[config.mk]
export PLATFORM = sky130hd
export DESIGN_NAME = operand_stage_flat
export DESIGN_NICKNAME = d
export VERILOG_FILES = /design/src/rtl/operand_stage_pkg.sv /design/src/rtl/operand_stage_if.sv /design/src/rtl/operand_regfile.sv /design/src/rtl/operand_stage.sv /design/src/flat_wrapper.sv
export SDC_FILE = /design/constraint.sdc
export NUM_CORES = 1
export LEC_CHECK = 0
export ABC_AREA = 1
export CAP_MARGIN = 30
export CORE_AREA = 10 10 177 179
export DETAILED_ROUTE_END_ITERATION = 16
export DIE_AREA = 0 0 187 189
export SKIP_CTS_REPAIR_TIMING = 1
export SYNTH_ARGS = -nofsm -noshare
export SYNTH_HDL_FRONTEND = slang
export SYNTH_HIERARCHICAL = 1
export SYNTH_SLANG_ARGS = --single-unit
[constraint.sdc]
create_clock -name clk -period 10.8 [get_ports clk]
set_clock_uncertainty 0.2 [all_clocks]
set_input_delay 3.24 -clock clk [delete_from_list [all_inputs] [get_ports clk]]
set_output_delay 3.24 -clock clk [all_outputs]
set_load 0.01 [all_outputs]
[src/rtl/operand_stage_pkg.sv]
// Shared definitions for the operand-fetch stage. The ALU and the controller FSM use them too:
// the datapath geometry and the shifter operation codes.
package operand_stage_pkg;

  localparam int W    = 16;
  localparam int NREG = 8;
  localparam int AW   = 3;

  typedef enum logic [1:0] {
    SH_NONE = 2'b00,
    SH_LSL  = 2'b01,
    SH_LSR  = 2'b10,
    SH_ASR  = 2'b11
  } shift_e;

endpackage

[src/rtl/operand_stage_if.sv]
// Control and data bundle between the controller/writeback side and the operand stage.
// The master drives the register-file and operand controls. The slave returns the ALU operands.
interface operand_stage_if #(
  parameter int W  = operand_stage_pkg::W,
  parameter int AW = operand_stage_pkg::AW
);

  logic          write;
  logic [AW-1:0] writenum;
  logic [W-1:0]  data_in;
  logic [AW-1:0] readnum;
  logic          loada;
  logic          loadb;
  logic [1:0]    shift;
  logic          asel;
  logic          bsel;
  logic [W-1:0]  sximm5;
  logic [W-1:0]  Ain;
  logic [W-1:0]  Bin;
  logic [W-1:0]  data_out;

  modport master (
    output write, writenum, data_in, readnum, loada, loadb,
    output shift, asel, bsel, sximm5,
    input  Ain, Bin, data_out
  );

  modport slave (
    input  write, writenum, data_in, readnum, loada, loadb,
    input  shift, asel, bsel, sximm5,
    output Ain, Bin, data_out
  );

endinterface

[src/rtl/operand_regfile.sv]
// General register file: NREG x W storage, one write port and one combinational read port.
// Defining OPERAND_BYPASS_EN makes the read port write-through when writenum == readnum.
module operand_regfile #(
  parameter int W    = 16,
  parameter int NREG = 8,
  parameter int AW   = 3
) (
  input  logic          clk,
  input  logic          reset,
  input  logic          write,
  input  logic [AW-1:0] writenum,
  input  logic [W-1:0]  data_in,
  input  logic [AW-1:0] readnum,
  output logic [W-1:0]  data_out
);

  logic [W-1:0] regs [NREG];

  always_ff @(posedge clk or posedge reset) begin
    if (reset) begin
      for (int i = 0; i < NREG; i++) regs[i] <= '0;
    end else if (write) begin
      regs[writenum] <= data_in;
    end
  end

`ifdef OPERAND_BYPASS_EN
  // Gate the bypass with reset so the read port reads zero for the whole reset period.
  always_comb begin
    data_out = regs[readnum];
    if (write && !reset && (writenum == readnum)) data_out = data_in;
  end
`else
  assign data_out = regs[readnum];
`endif

endmodule

[src/rtl/operand_stage.sv]
// Operand-fetch stage: register file, A/B operand latches, the single-bit B shifter and the Ain/Bin selection.
// Build option OPERAND_BYPASS_EN (see operand_regfile) enables register-file write-through.
module operand_stage
  import operand_stage_pkg::*;
#(
  parameter int W    = operand_stage_pkg::W,
  parameter int NREG = operand_stage_pkg::NREG,
  parameter int AW   = operand_stage_pkg::AW
) (
  input  logic            clk,
  input  logic            reset,
  operand_stage_if.slave  bus
);

  logic [W-1:0] rd_p0;
  logic [W-1:0] a_p1;
  logic [W-1:0] b_p1;
  logic [W-1:0] bsh_p1;

  function automatic logic [W-1:0] shift_b(input logic [W-1:0] b, input logic [1:0] op);
    case (shift_e'(op))
      SH_LSL:  return {b[W-2:0], 1'b0};
      SH_LSR:  return {1'b0, b[W-1:1]};
      SH_ASR:  return {b[W-1], b[W-1:1]};
      default: return b;
    endcase
  endfunction

  // Stage p0: register-file read
  operand_regfile #(
    .W    (W),
    .NREG (NREG),
    .AW   (AW)
  ) u_regfile (
    .clk      (clk),
    .reset    (reset),
    .write    (bus.write),
    .writenum (bus.writenum),
    .data_in  (bus.data_in),
    .readnum  (bus.readnum),
    .data_out (rd_p0)
  );

  assign bus.data_out = rd_p0;

  // Stage p1: operand latches, loaded from the read port
  always_ff @(posedge clk or posedge reset) begin
    if (reset) begin
      a_p1 <= '0;
      b_p1 <= '0;
    end else begin
      if (bus.loada) a_p1 <= rd_p0;
      if (bus.loadb) b_p1 <= rd_p0;
    end
  end

  assign bsh_p1  = shift_b(b_p1, bus.shift);
  assign bus.Ain = bus.asel ? '0 : a_p1;
  assign bus.Bin = bus.bsel ? bus.sximm5 : bsh_p1;

endmodule
[src/flat_wrapper.sv]
// flat-port wrapper written by rule: the top's interface ports become plain ports
module operand_stage_flat import operand_stage_pkg::*;
#(
  parameter int W    = operand_stage_pkg::W,
  parameter int NREG = operand_stage_pkg::NREG,
  parameter int AW   = operand_stage_pkg::AW
)
  (clk, reset, bus_write, bus_writenum, bus_data_in, bus_readnum, bus_loada, bus_loadb, bus_shift, bus_asel, bus_bsel, bus_sximm5, bus_Ain, bus_Bin, bus_data_out);
  operand_stage_if #(.W(W), .AW(AW)) bus_i ();
  input  logic clk;
  input  logic reset;
  input wire logic [$bits(bus_i.write)-1:0] bus_write;
  input wire logic [$bits(bus_i.writenum)-1:0] bus_writenum;
  input wire logic [$bits(bus_i.data_in)-1:0] bus_data_in;
  input wire logic [$bits(bus_i.readnum)-1:0] bus_readnum;
  input wire logic [$bits(bus_i.loada)-1:0] bus_loada;
  input wire logic [$bits(bus_i.loadb)-1:0] bus_loadb;
  input wire logic [$bits(bus_i.shift)-1:0] bus_shift;
  input wire logic [$bits(bus_i.asel)-1:0] bus_asel;
  input wire logic [$bits(bus_i.bsel)-1:0] bus_bsel;
  input wire logic [$bits(bus_i.sximm5)-1:0] bus_sximm5;
  output wire logic [$bits(bus_i.Ain)-1:0] bus_Ain;
  output wire logic [$bits(bus_i.Bin)-1:0] bus_Bin;
  output wire logic [$bits(bus_i.data_out)-1:0] bus_data_out;
  assign bus_i.write = bus_write;
  assign bus_i.writenum = bus_writenum;
  assign bus_i.data_in = bus_data_in;
  assign bus_i.readnum = bus_readnum;
  assign bus_i.loada = bus_loada;
  assign bus_i.loadb = bus_loadb;
  assign bus_i.shift = bus_shift;
  assign bus_i.asel = bus_asel;
  assign bus_i.bsel = bus_bsel;
  assign bus_i.sximm5 = bus_sximm5;
  assign bus_Ain = bus_i.Ain;
  assign bus_Bin = bus_i.Bin;
  assign bus_data_out = bus_i.data_out;
  operand_stage #(.W(W), .NREG(NREG), .AW(AW)) u_core (.clk(clk), .reset(reset), .bus(bus_i));
endmodule
**Run 1: close-up of the layout**

Window x 78 to 108, y 42 to 72 µm. Cells in grey, sequential cells in the stronger grey; small squares are vias.
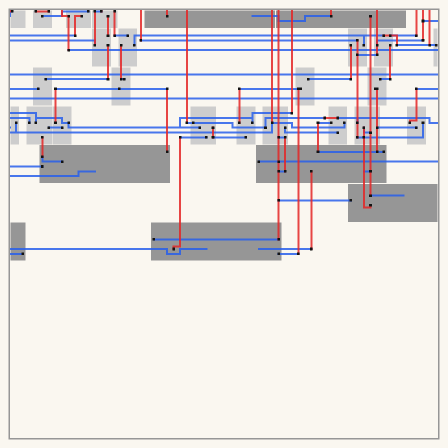
layer	colour
metal 1	blue
metal 2	red
sequential cells in the window	4
most frequent	nand2_1 (8), inv_1 (4), dfrtp_1 (4)
netlist names of flops here include	`u_core/u_regfile/regs` (4)
cells with their middle in the window	20

**Run 1: selected gate families**

Drawn at 3 px/µm.
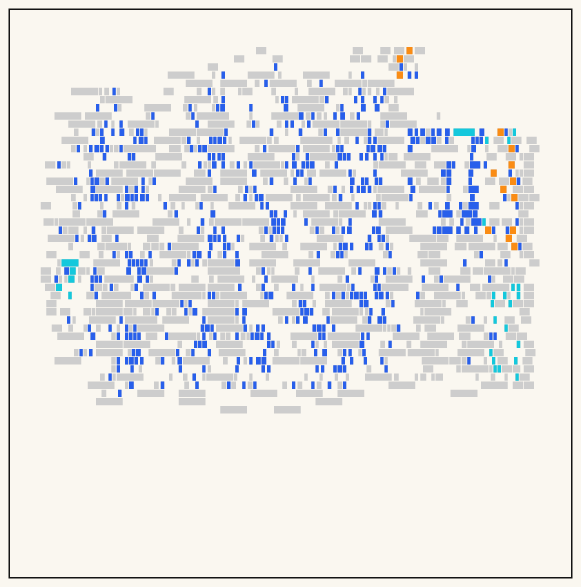
family	colour	cells
NOR gates	cyan	26
NAND gates	blue	486
AND and OR gates	orange	14

**Run 1: wiring heat map**

Drawn at 2 px/µm. The die is cut into 37 by 38 equal tiles; white is low, dark blue is high, scaled to the fullest tile. Values are wire area over tile area, all layers added.
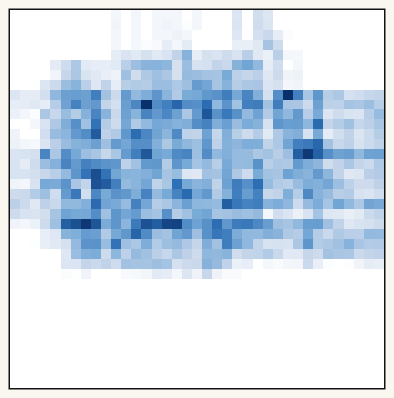
emptiest ninth of the die	lower right
fullest tile	0.51
tiles over half the peak	15%
mean over tiles	0.11
nearly empty tiles	44%

==> reports/qor.yml, run 1 <==
grt_max_degree: 70
place.gp.congestion: 0.830
fp-row-count: 61
cp.arrival_ns: 5.75
rsz0062_at_grt: "no"
overflow: 0
clkLatencyLatePin_ns: 0.42
slowest_stage: "inv_1"
antenna_cells: 0
io-pin-count: 95
ys_cells: 1110
top_area_cell: "dfrtp_1"
status: "complete, no violations"
ys_ff: 160
crit_fanout: 22
post-dp-hpwl_um: 15600
max_slew.worst_pin.slew_ns: 0.958
syn_inst: 1110
drc: 0
crit_path_end_kind: "output pin"
startpoint_type: "input port"
postSynthSeqShare_pct: 48.6
crit_top_cell: "nand2_1"
initial_utilization_pct: 29.8
die.size.y_um: 189
track_usage_pct: 13.5
routed_via_density: 4.49
worst_path_largest_cell_delay_ns: 0.66
max-slew-margin-rel_pct: 35.9
dr.pass1.iters: 5
h-tree-depth: 4
syn_avg_cell_area_um2: 7.42
grt_pass1_vias: 6841
worst-path-buf-inv: 4
ir_worst_vdd_mv: 0.0926
fin_crit_sh_pct: 85.1
design.core.area_um2: 27600
setup.worst_path.class: "in -> out"
drive_above_1_share_pct: 7.48
first_iter_violations: 679
run 1: per-layer routing:
layer / vias to the layer above / track usage [%] / routed length, µm
li1: 3530 / - / -
met1: 3289 / 19.4 / 11900
met2: 205 / 19.7 / 10100
met3: 10 / 3.88 / 1590
met4: 0 / 2.36 / 105
met5: - / 0 / 0
run 1: final timing paths:
check,startpoint,to,cells after the start
max in group asynchronous,reset,u_core/u_regfile/regs[87],4
worst max register to register,u_core/u_regfile/regs[75],u_core/b_p1[11],7
worst max-delay path,bus_readnum[1],bus_data_out[14],8
worst min-delay path,u_core/u_regfile/regs[115],u_core/u_regfile/regs[115],2
min in group asynchronous,reset,u_core/u_regfile/regs[58],2
worst min register to register,u_core/u_regfile/regs[115],u_core/u_regfile/regs[115],2
run 1: cell usage after synthesis:
cell,number
clkbuf_2,2
buf_6,7
buf_4,4
nand2_1,391
nand3_2,7
buf_1,1
dfrtp_1,160
nor2_2,3
inv_2,5
nor3_4,1
or2_0,7
o21ai_1,47
nor2_8,1
or2_2,7
nand3_1,88
buf_8,1
a21oi_1,16
nor2_1,21
inv_1,180
o21ai_0,97
buf_2,34
clkbuf_1,14
mux2_2,16
run 1: worst reg2reg max path: stages (launching register included):
cell and delay, ns:
dfrtp_1 0.38, inv_1 0.06, nand2_1 0.05, nand3_1 0.12, nand2_1 0.07, nand2_1 0.06
nand2_1 0.20, mux2_2 0.33
run 1: layout make-up:
type / instances / area share, %
inverter: 185 / 6.85
sequential: 160 / 39.3
timing repair buffer: 111 / 11.2
tap: 378 / 4.65
multi-input combinational: 702 / 31.2
clock inverter: 13 / 2.53
clock buffer: 19 / 4.25
run 1: cells in the final DEF (no fill, tap or decap), types with 2 or more instances in the layout:
cell / n
dfrtp_1: 160
clkbuf_1: 2
clkdlybuf4s50_1: 93
inv_1: 179
or2_2: 7
or2_0: 7
o21ai_1: 47
nor2_2: 3
a21oi_1: 16
buf_4: 13
clkbuf_16: 17
inv_2: 5
nor2_1: 21
nand3_2: 7
buf_16: 3
nand2_1: 391
mux2_2: 16
clkinv_4: 3
nand3_1: 88
o21ai_0: 97
bufinv_16: 7
run 1: logic make-up after synthesis:
| kind of cell | after synthesis | share of synthesized area, % |
|---|---|---|
| multiplexers | 16 | 2.19 |
| flip-flops | 160 | 48.6 |
| AND/OR/NAND/NOR | 526 | 26.7 |
| buffers and inverters | 248 | 12.8 |
| AND-OR/OR-AND | 160 | 9.72 |
run 1: per-stage QoR:
step	worst slack [ns]	hold slack (ns)	total power [mW]	util, %	std cells
5_1_grt	1.49	0.303	1.97	36.8	1568
2_1_floorplan	3.36	0.253	1.01	-	1110
6_report	1.61	0.284	1.85	36.8	1568
3_5_place_dp	1.63	0.272	1.16	34.3	1536
4_1_cts	1.57	0.288	1.87	36.8	1568
3_3_place_gp	1.65	0.266	1.15	34.0	1532
run 1: flip-flops by register name (all words and copies together) (netlist names):
name,flops
u_core/u_regfile/regs,128
u_core/a_p1,16
u_core/b_p1,16
run 1: where the power goes:
group | internal [mW] | switching, mW | total [mW] | leakage [nW]
clock | 0.458 | 0.244 | 0.703 | 0.332
sequential | 0.712 | 0.0638 | 0.775 | 2.01
combinational | 0.159 | 0.214 | 0.373 | 2.82
==> run 1 -> run 2 <==
--- a/config.mk
+++ b/config.mk
@@ -7,9 +7,11 @@
 export LEC_CHECK = 0
 export ABC_AREA = 1
 export CAP_MARGIN = 30
-export CORE_AREA = 10 10 177 179
+export CORE_AREA = 10 10 144 146
 export DETAILED_ROUTE_END_ITERATION = 16
-export DIE_AREA = 0 0 187 189
+export DIE_AREA = 0 0 154 156
+export GPL_ROUTABILITY_DRIVEN = 1
+export PLACE_DENSITY = 0.68
 export SKIP_CTS_REPAIR_TIMING = 1
 export SYNTH_ARGS = -nofsm -noshare
 export SYNTH_HDL_FRONTEND = slang
**Run 2: close-up of the layout**

Window x 62 to 92, y 32 to 62 µm. Cells in grey, sequential cells in the stronger grey; small squares are vias.
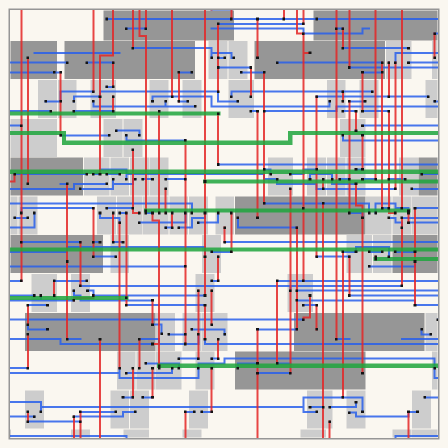
layer	colour
metal 2	red
metal 1	blue
metal 3	green
most frequent	nand2_1 (25), inv_1 (15), dfrtp_1 (10)
cells with their middle in the window	66
netlist names of flops here include	`u_core/u_regfile/regs` (9), `u_core/a_p1` (1)
sequential cells in the window	10

==> reports/qor.yml, run 2 <==
synth-edff-count: 0
overflow: 0
ys_ff: 160
yosys-top-cells-count: "391 x nand2_1, 180 x inv_1, 160 x dfrtp_1"
routed_via_density: 5.03
post-dp-hpwl_um: 15400
largest_register_ffs: 128
initial_utilization_pct: 46.2
fp-row-count: 49
largest_register: "u_core/u_regfile/regs"
drc: 0
max_slew.worst_pin.slew_ns: 1.00
synth-async-reset-ratio_pct: 100
die.size.y_um: 156
reg.largest.list: "u_core/u_regfile/regs: 128 flops, u_core/a_p1: 16 flops, u_core/b_p1: 16 flops"
postSynthSeqShare_pct: 48.6
top_area_cell: "dfrtp_1"
h-tree-depth: 4
design.core.area_um2: 17800
fin_crit_sh_pct: 84.3
fin_hold_ws_ns: 0.286
grt_util_met2_pct: 29.3
fin_util_pct: 55.2
grt.met1_usage_pct: 25.2
setup.worst_path.class: "in -> out"
grt_pass1_vias: 6966
crit_path_end_kind: "output pin"
status: "complete, no violations"
dp.cells: 1387
## run 2: cell counts after synthesis
No cell type changed its count.
## run 2: final cells by class
| class | instances | area [µm²] |
|---|---|---|
| clock inverter | 15 | 161 |
| tap | 229 | 287 |
| timing repair buffer | 111 | 1100 |
| fill | 1705 | 7990 |
| antenna | 1 | 2.50 |
| inverter | 185 | 697 |
| clock buffer | 17 | 425 |
| multi-input combinational | 702 | 3180 |
| sequential | 160 | 4000 |
## run 2: path summary, 6_finish.rpt
| kind | startpoint | end | cells after the start |
|---|---|---|---|
| max in group asynchronous | reset | u_core/u_regfile/regs[6] | 3 |
| setup reg to reg | u_core/u_regfile/regs[110] | u_core/b_p1[14] | 7 |
| min in group asynchronous | reset | u_core/a_p1[0] | 3 |
| hold / removal | u_core/u_regfile/regs[101] | u_core/u_regfile/regs[101] | 2 |
| hold reg to reg | u_core/u_regfile/regs[101] | u_core/u_regfile/regs[101] | 2 |
| setup / recovery | bus_readnum[1] | bus_data_out[4] | 8 |
## run 2: kinds of logic after synthesis
family          Yosys count  share of synthesized area (%)
mux                      16                           2.19
compound gates          160                           9.72
flops                   160                           48.6
buf+inv                 248                           12.8
simple gates            526                           26.7
## run 2: critical path, stage by stage
cell,delay (ns)
clkdlybuf4s50_1,0.42
inv_1,0.74
buf_4,0.31
nand3_1,0.09
nand2_1,0.06
nand2_1,0.05
nand2_1,0.15
clkdlybuf4s50_1,0.59
## run 2: layer usage
layer | vias to the layer above | part of all wire (%)
li1 | 3527 | -
met1 | 3321 | 45
met2 | 263 | 44
met3 | 29 | 8.9
met4 | 0 | 1.6
met5 | - | 0
## run 2: power breakdown
group          switching, mW  internal [mW]
Clock                  0.254          0.343
Sequential            0.0651          0.711
Combinational          0.214          0.158
Total                  0.534           1.21
==> run 2 -> run 3 <==
==> constraint.sdc (replaced) <==
create_clock -name clk -period 8.9 [get_ports clk]
set_clock_uncertainty 0.2 [all_clocks]
set_input_delay 2.67 -clock clk [delete_from_list [all_inputs] [get_ports clk]]
set_output_delay 2.67 -clock clk [all_outputs]
set_load 0.01 [all_outputs]
**Run 3: selected gate families**

Drawn at 4 px/µm.
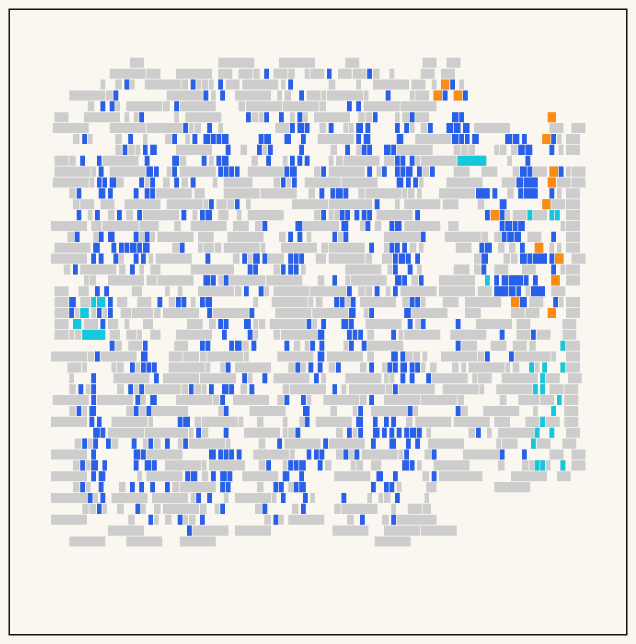
family	colour	cells
AND and OR gates	orange	14
NOR gates	cyan	26
NAND gates	blue	486

==> reports/qor.yml, run 3 <==
status: "complete, no violations"
syn_inst: 1110
r2r-start: "u_core/u_regfile/regs[14]"
ys_ff: 160
h-tree-depth: 4
first_iter_violations: 610
yosys-top-cells-count: "391 x nand2_1, 180 x inv_1, 160 x dfrtp_1"
top_area_cell: "dfrtp_1"
lay_top_cells: "391 x nand2_1, 179 x inv_1, 160 x dfrtp_1, 97 x o21ai_0, 93 x clkdlybuf4s50_1"
largest_register_ffs: 128
design.core.area_um2: 17800
grt_pass1_vias: 6942
io-pin-count: 95
lay_top_count: "nand2_1"
setup.worst_path.class: "in -> out"
dr.pass1.iters: 7
yosysMostFrequentCell: "nand2_1"
ff_type: "dfrtp_1"
crit_fanout: 14
fin_crit_sh_pct: 85.7
fp-row-count: 49
r2r_end: "u_core/b_p1[14]"
clkLatencyLatePin_ns: 0.42
postSynthSeqShare_pct: 48.6
antenna_cells: 0
place.gp.congestion: 0.822
r2r_cells: 7
ys_top_cells_by_area: "dfrtp_1 49%, nand2_1 18%, inv_1 8.2%"
post-dp-hpwl_um: 15300
drc: 0
synth-async-reset-ratio_pct: 100
cp.arrival_ns: 4.76
dp.cells: 1394
synth-edff-count: 0
crit_start: "bus_readnum[1]"
largest_register: "u_core/u_regfile/regs"
max_slew.worst_pin.slew_ns: 0.869
ir_worst_vdd_mv: 0.156
reg.largest.list: "u_core/u_regfile/regs: 128 flops, u_core/a_p1: 16 flops, u_core/b_p1: 16 flops"
routed_via_density: 5.01
drive_above_1_share_pct: 7.94
die.size.y_um: 156
grt_max_degree: 65
overflow: 0
startpoint_type: "input port"
instances_no_fill: 1426
-- run 3: worst min-delay path by stage --
stage,start,to,slack (ns),cells after the start
after floorplan,u_core/u_regfile/regs[100],u_core/u_regfile/regs[100],0.25,2
after global placement,u_core/u_regfile/regs[52],u_core/u_regfile/regs[52],0.27,2
after detailed placement,u_core/u_regfile/regs[52],u_core/u_regfile/regs[52],0.27,2
after CTS,u_core/u_regfile/regs[117],u_core/u_regfile/regs[117],0.29,2
after global routing,u_core/u_regfile/regs[123],u_core/u_regfile/regs[123],0.30,2
final,u_core/u_regfile/regs[117],u_core/u_regfile/regs[117],0.28,2
-- run 3: metrics by stage --
stage                     power (mW)  hold slack (ns)  setup slack [ns]  utilization [%]  area (µm²)
after CTS                       2.18            0.288              1.29             55.7        9940
after floorplan                 1.23            0.253              2.60                -        8240
after global placement          1.39            0.266              1.32             52.0        9270
after global routing            2.29            0.298              1.15             55.7        9940
final                           2.16            0.283              1.27             55.7        9940
after detailed placement        1.41            0.273              1.29             52.3        9330
-- run 3: worst max-delay path: stages --
cell,delay [ns]
clkdlybuf4s50_1,0.60
inv_1,0.16
buf_4,0.26
nand3_1,0.10
nand2_1,0.06
nand2_1,0.04
nand2_1,0.23
clkdlybuf4s50_1,0.61
-- run 3: cells by family (layout without fill, tap and decap cells) --
family / Yosys count / count (layout) / synth area share [%]
AND/OR/NAND/NOR: 526 / 526 / 26.7
flip-flops: 160 / 160 / 48.6
multiplexers: 16 / 16 / 2.19
buffers and inverters: 248 / 335 / 12.8
AND-OR/OR-AND: 160 / 160 / 9.72
-- run 3: cell type report --
type | instances | area, µm² | share of cell area [%]
Clock buffer | 21 | 450 | 4.53
Clock inverter | 11 | 163 | 1.64
Inverter | 185 | 697 | 7.01
Multi-Input combinational cell | 702 | 3180 | 32.0
Sequential cell | 160 | 4000 | 40.3
Tap cell | 229 | 287 | 2.88
Timing Repair Buffer | 118 | 1160 | 11.7
-- run 3: routing by layer --
metal | routed length, µm | GRT usage, % | part of all wire, % | vias to the layer above
met3 | 1600 | 4.94 | 6.9 | 30
met4 | 323 | 5.17 | 1.4 | 0
li1 | - | - | - | 3547
met5 | 0 | 0 | 0 | -
met1 | 10800 | 25.4 | 47 | 3362
met2 | 10300 | 30.5 | 45 | 212
-- run 3: power breakdown --
part / total (mW) / internal, mW / switching [mW]
Clock: 0.768 / 0.475 / 0.293
Combinational: 0.454 / 0.195 / 0.260
Sequential: 0.943 / 0.864 / 0.0792
No activity file was given, so power comes from the tool's default toggle rates.
